[config.mk]
export PLATFORM = sky130hd
export DESIGN_NAME = endpoint_resp_table
export DESIGN_NICKNAME = d
export VERILOG_FILES = /design/src/rtl/endpoint_resp_table.sv
export SDC_FILE = /design/constraint.sdc
export NUM_CORES = 1
export LEC_CHECK = 0
export ABC_AREA = 1
export CAP_MARGIN = 20
export CORE_MARGIN = 5
export CORE_UTILIZATION = 45
export CTS_BUF_LIST = sky130_fd_sc_hd__clkbuf_4
export DETAILED_ROUTE_END_ITERATION = 8
export PLACE_DENSITY = 0.67
export SYNTH_ARGS = -nofsm -noshare
export SYNTH_HDL_FRONTEND = slang
export SYNTH_SLANG_ARGS = --single-unit
export TNS_END_PERCENT = 5
[constraint.sdc]
create_clock -name clk -period 2.2 [get_ports clk]
set_clock_uncertainty 0.15 [all_clocks]
set_input_delay 0.55 -clock clk [delete_from_list [all_inputs] [get_ports clk]]
set_output_delay 0.55 -clock clk [all_outputs]
set_load 0.02 [all_outputs]
[src/rtl/endpoint_resp_table.sv]
// -----------------------------------------------------------------------------
// endpoint_resp_table
//
// Receive-side request table. Incoming request headers are parked in a slot,
// handed one at a time to the local request processor, marked complete when
// the processor reports a status, and returned to the TX path as response
// headers. A slot is released once its response has been accepted.
//
// Slot lifecycle: FREE -> RECEIVED -> PROCESSING -> DONE -> FREE
//
// Ports
//   clk, n_rst                     clock, asynchronous active-low reset
//   req_valid/req_ready            incoming request header handshake
//   req_src, req_tag, req_len      request header fields
//   disp_valid/disp_ready          dispatch handshake to the processor
//   disp_slot/src/tag/len          offered slot and its stored fields
//   done_valid, done_slot,         completion strobe from the processor
//   done_status                    (0=OK, 1=ERR, 2=UNSUP, 3=RSVD)
//   resp_valid/resp_ready          response header handshake to TX
//   resp_dest/tag/status           response header fields
//   occupancy                      number of non-FREE slots
//   dup_err                        pulse: duplicate (src,tag) request dropped
//   done_err                       pulse: completion to a non-PROCESSING slot
// -----------------------------------------------------------------------------
module endpoint_resp_table #(
    parameter int NUM_SLOTS = 4,
    parameter int ID_W      = 5,
    parameter int TAG_W     = 4,
    parameter int LEN_W     = 8,
    parameter int SLOT_W    = $clog2(NUM_SLOTS)
) (
    input  logic              clk,
    input  logic              n_rst,
    input  logic              req_valid,
    output logic              req_ready,
    input  logic [ID_W-1:0]   req_src,
    input  logic [TAG_W-1:0]  req_tag,
    input  logic [LEN_W-1:0]  req_len,
    output logic              disp_valid,
    input  logic              disp_ready,
    output logic [SLOT_W-1:0] disp_slot,
    output logic [ID_W-1:0]   disp_src,
    output logic [TAG_W-1:0]  disp_tag,
    output logic [LEN_W-1:0]  disp_len,
    input  logic              done_valid,
    input  logic [SLOT_W-1:0] done_slot,
    input  logic [1:0]        done_status,
    output logic              resp_valid,
    input  logic              resp_ready,
    output logic [ID_W-1:0]   resp_dest,
    output logic [TAG_W-1:0]  resp_tag,
    output logic [1:0]        resp_status,
    output logic [SLOT_W:0]   occupancy,
    output logic              dup_err,
    output logic              done_err
);

    typedef enum logic [1:0] {
        ST_FREE       = 2'd0,
        ST_RECEIVED   = 2'd1,
        ST_PROCESSING = 2'd2,
        ST_DONE       = 2'd3
    } slot_state_e;

    slot_state_e        state_r  [NUM_SLOTS];
    logic [ID_W-1:0]    src_r    [NUM_SLOTS];
    logic [TAG_W-1:0]   tag_r    [NUM_SLOTS];
    logic [LEN_W-1:0]   len_r    [NUM_SLOTS];
    logic [1:0]         status_r [NUM_SLOTS];

    logic               disp_lock_r;
    logic [SLOT_W-1:0]  disp_lock_slot_r;
    logic               resp_lock_r;
    logic [SLOT_W-1:0]  resp_lock_slot_r;
    logic [SLOT_W:0]    occupancy_r;
    logic               dup_err_r;
    logic               done_err_r;

    logic [NUM_SLOTS-1:0] free_vec_s;
    logic [NUM_SLOTS-1:0] recv_vec_s;
    logic [NUM_SLOTS-1:0] done_vec_s;
    logic [NUM_SLOTS-1:0] match_vec_s;
    logic [SLOT_W-1:0]    alloc_slot_s;
    logic [SLOT_W-1:0]    disp_slot_s;
    logic [SLOT_W-1:0]    resp_slot_s;
    logic                 req_fire_s;
    logic                 dup_s;
    logic                 alloc_s;
    logic                 disp_fire_s;
    logic                 resp_fire_s;
    logic                 done_legal_s;

    // Lowest set bit index of a slot vector; zero when the vector is empty.
    function automatic logic [SLOT_W-1:0] lowest_idx(input logic [NUM_SLOTS-1:0] vec);
        logic [SLOT_W-1:0] idx;
        idx = {SLOT_W{1'b0}};
        for (int i = NUM_SLOTS - 1; i >= 0; i--) begin
            if (vec[i]) begin
                idx = SLOT_W'(i);
            end else begin
                idx = idx;
            end
        end
        return idx;
    endfunction

    // Classify every slot by state and look for an in-flight (src,tag) match.
    always_comb begin
        free_vec_s  = {NUM_SLOTS{1'b0}};
        recv_vec_s  = {NUM_SLOTS{1'b0}};
        done_vec_s  = {NUM_SLOTS{1'b0}};
        match_vec_s = {NUM_SLOTS{1'b0}};
        for (int i = 0; i < NUM_SLOTS; i++) begin
            free_vec_s[i]  = (state_r[i] == ST_FREE);
            recv_vec_s[i]  = (state_r[i] == ST_RECEIVED);
            done_vec_s[i]  = (state_r[i] == ST_DONE);
            match_vec_s[i] = (state_r[i] != ST_FREE) &&
                             (src_r[i] == req_src) && (tag_r[i] == req_tag);
        end
    end

    // Handshake decode. Valid/ready outputs come only from registered state so
    // neither side of any handshake sees a combinational loop.
    always_comb begin
        alloc_slot_s = lowest_idx(free_vec_s);
        req_ready    = |free_vec_s;
        req_fire_s   = req_valid && req_ready;
        dup_s        = |match_vec_s;
        alloc_s      = req_fire_s && !dup_s;

        // A held offer keeps its slot; otherwise the lowest candidate falls through.
        disp_slot_s  = disp_lock_r ? disp_lock_slot_r : lowest_idx(recv_vec_s);
        disp_valid   = disp_lock_r || (|recv_vec_s);
        disp_fire_s  = disp_valid && disp_ready;

        resp_slot_s  = resp_lock_r ? resp_lock_slot_r : lowest_idx(done_vec_s);
        resp_valid   = resp_lock_r || (|done_vec_s);
        resp_fire_s  = resp_valid && resp_ready;

        done_legal_s = done_valid && (state_r[done_slot] == ST_PROCESSING);
    end

    // Output field muxes driven from the slot registers.
    always_comb begin
        disp_slot   = disp_slot_s;
        disp_src    = src_r[disp_slot_s];
        disp_tag    = tag_r[disp_slot_s];
        disp_len    = len_r[disp_slot_s];
        resp_dest   = src_r[resp_slot_s];
        resp_tag    = tag_r[resp_slot_s];
        resp_status = status_r[resp_slot_s];
        occupancy   = occupancy_r;
        dup_err     = dup_err_r;
        done_err    = done_err_r;
    end

    // Per-slot lifecycle; each state accepts only its own event, so one slot
    // never sees two transitions in the same cycle.
    always_ff @(posedge clk or negedge n_rst) begin
        if (!n_rst) begin
            for (int i = 0; i < NUM_SLOTS; i++) begin
                state_r[i] <= ST_FREE;
            end
        end else begin
            for (int i = 0; i < NUM_SLOTS; i++) begin
                case (state_r[i])
                    ST_FREE: begin
                        if (alloc_s && (alloc_slot_s == SLOT_W'(i))) begin
                            state_r[i] <= ST_RECEIVED;
                        end
                    end
                    ST_RECEIVED: begin
                        if (disp_fire_s && (disp_slot_s == SLOT_W'(i))) begin
                            state_r[i] <= ST_PROCESSING;
                        end
                    end
                    ST_PROCESSING: begin
                        if (done_legal_s && (done_slot == SLOT_W'(i))) begin
                            state_r[i] <= ST_DONE;
                        end
                    end
                    ST_DONE: begin
                        if (resp_fire_s && (resp_slot_s == SLOT_W'(i))) begin
                            state_r[i] <= ST_FREE;
                        end
                    end
                    default: begin
                        state_r[i] <= ST_FREE;
                    end
                endcase
            end
        end
    end

    // Slot payload: header fields at allocation, status at completion.
    always_ff @(posedge clk or negedge n_rst) begin
        if (!n_rst) begin
            for (int i = 0; i < NUM_SLOTS; i++) begin
                src_r[i]    <= {ID_W{1'b0}};
                tag_r[i]    <= {TAG_W{1'b0}};
                len_r[i]    <= {LEN_W{1'b0}};
                status_r[i] <= 2'd0;
            end
        end else begin
            for (int i = 0; i < NUM_SLOTS; i++) begin
                if (alloc_s && (alloc_slot_s == SLOT_W'(i))) begin
                    src_r[i] <= req_src;
                    tag_r[i] <= req_tag;
                    len_r[i] <= req_len;
                end
                if (done_legal_s && (done_slot == SLOT_W'(i))) begin
                    status_r[i] <= done_status;
                end
            end
        end
    end

    // Offer locks: once an offer stalls, pin its slot until it is taken.
    always_ff @(posedge clk or negedge n_rst) begin
        if (!n_rst) begin
            disp_lock_r      <= 1'b0;
            disp_lock_slot_r <= {SLOT_W{1'b0}};
            resp_lock_r      <= 1'b0;
            resp_lock_slot_r <= {SLOT_W{1'b0}};
        end else begin
            disp_lock_r      <= disp_valid && !disp_ready;
            disp_lock_slot_r <= disp_slot_s;
            resp_lock_r      <= resp_valid && !resp_ready;
            resp_lock_slot_r <= resp_slot_s;
        end
    end

    // Occupancy counter and registered error pulses.
    always_ff @(posedge clk or negedge n_rst) begin
        if (!n_rst) begin
            occupancy_r <= {(SLOT_W + 1){1'b0}};
            dup_err_r   <= 1'b0;
            done_err_r  <= 1'b0;
        end else begin
            case ({alloc_s, resp_fire_s})
                2'b10:   occupancy_r <= occupancy_r + {{SLOT_W{1'b0}}, 1'b1};
                2'b01:   occupancy_r <= occupancy_r - {{SLOT_W{1'b0}}, 1'b1};
                default: occupancy_r <= occupancy_r;
            endcase
            dup_err_r  <= req_fire_s && dup_s;
            done_err_r <= done_valid && !done_legal_s;
        end
    end

endmodule

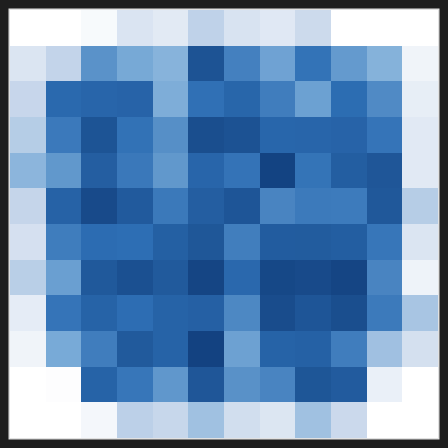
(images/util_map.png)
12 x 12 tiles, from white (low) to dark blue (high), 0 to 100% covered.
mean over tiles: 55%
tiles over 75% full: 38%
nearly empty tiles: 8.3%
Starting Density: 0.460
Core Util, Final: 0.683
Core Region: 0.0121 sq mm

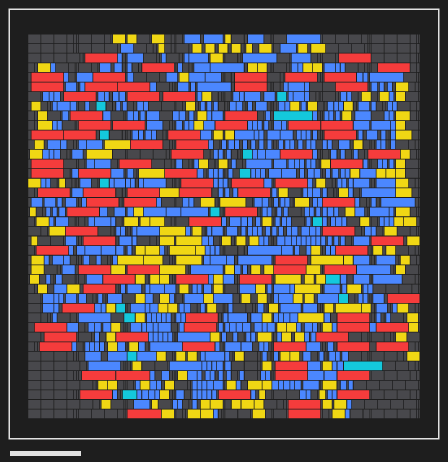
(images/class_map.png)
Bar = 20 um. Fill, decap, tap and diode cells in gray.
legend:
  registers:
    color: red
    cells: 95
  remaining logic cells:
    color: blue
    cells: 588
  remaining buffers and delay cells:
    color: yellow
    cells: 195
  clock drivers and dummy loads:
    color: cyan
    cells: 16
register share of the cell area: 0.289
area of all placed cells without fillers: 0.00824 sq mm
Row Count: 40

==> tab_implementation.tex <==
% Synthesis and place-and-route results
\begin{tabular}{lr}
\hline
Metric & Value \\
\hline
\multicolumn{2}{l}{\textbf{Outcome}} \\
\quad Outcome & complete, but fails checks \\
\quad Failing checks & setup timing \\
\multicolumn{2}{l}{\textbf{Cells and area}} \\
\quad Number of flip-flops in the largest register & 32 \\
\quad Final clock-cell share & 0.0213 \\
\quad Clkbuf count & 10 \\
\quad Non-clock inverter total of the final layout & 91 \\
\quad Combinational Area & between 0.003 and 0.004 sq mm \\
\multicolumn{2}{l}{\textbf{Worst setup path}} \\
\quad Slowest stage cell on the critical path & sky130\_fd\_sc\_hd\_\_dfrtp\_2 \\
\quad Crit start category & flop \\
\quad Worst Setup EP & resp\_tag[0] \\
\multicolumn{2}{l}{\textbf{Final timing}} \\
\quad Peak clock frequency supported by timing & approximately 0.32 GHz \\
\quad Final setup violation count & 44 \\
\quad Final setup margin & -0.891 ns \\
\multicolumn{2}{l}{\textbf{Pwr}} \\
\quad Power dissipated by switching net loads & around 6800 uW \\
\quad Group with the largest share of power & combinational cells \\
\multicolumn{2}{l}{\textbf{Global routing}} \\
\quad Number of antenna violations at the first check in global routing & 0 \\
\quad First-pass GRT wire length & around 27000 um \\
\multicolumn{2}{l}{\textbf{Logic synthesis}} \\
\quad Netlist Area Pre-Place & $\sim$0.0055 sq mm \\
\multicolumn{2}{l}{\textbf{Flow run}} \\
\quad Warning total across the stage logs & 41 \\
\multicolumn{2}{l}{\textbf{Worst hold path}} \\
\quad Hold WC Path Type & input pin to async pin \\
\multicolumn{2}{l}{\textbf{Die}} \\
\quad Taps Inserted & approximately 170 \\
\hline
\end{tabular}
[kinds of logic (layout without fill, tap and decap cells)]
group | Yosys count | in the layout | synth area share
flops | 95 | 95 | 0.429
buf+inv | 110 | 302 | 0.0918
fa+ha+maj | 18 | 18 | 0.0420
compound gates | 143 | 143 | 0.172
xor+xnor | 7 | 7 | 0.0111
simple gates | 329 | 329 | 0.254
[per-stage QoR]
step            util  hold slack (ns)  area (sq um)  total power (uW)
3_3_place_gp   0.637            0.307          7680             12200
6_report       0.683            0.346          8240             14500
4_1_cts        0.662            0.358          7990             13800
3_5_place_dp   0.637            0.322          7680             12500
5_1_grt        0.683            0.350          8240             15500
2_1_floorplan      -            0.104          5990              8570
Power figures rest on the tool's default switching activity, not on a simulated workload.
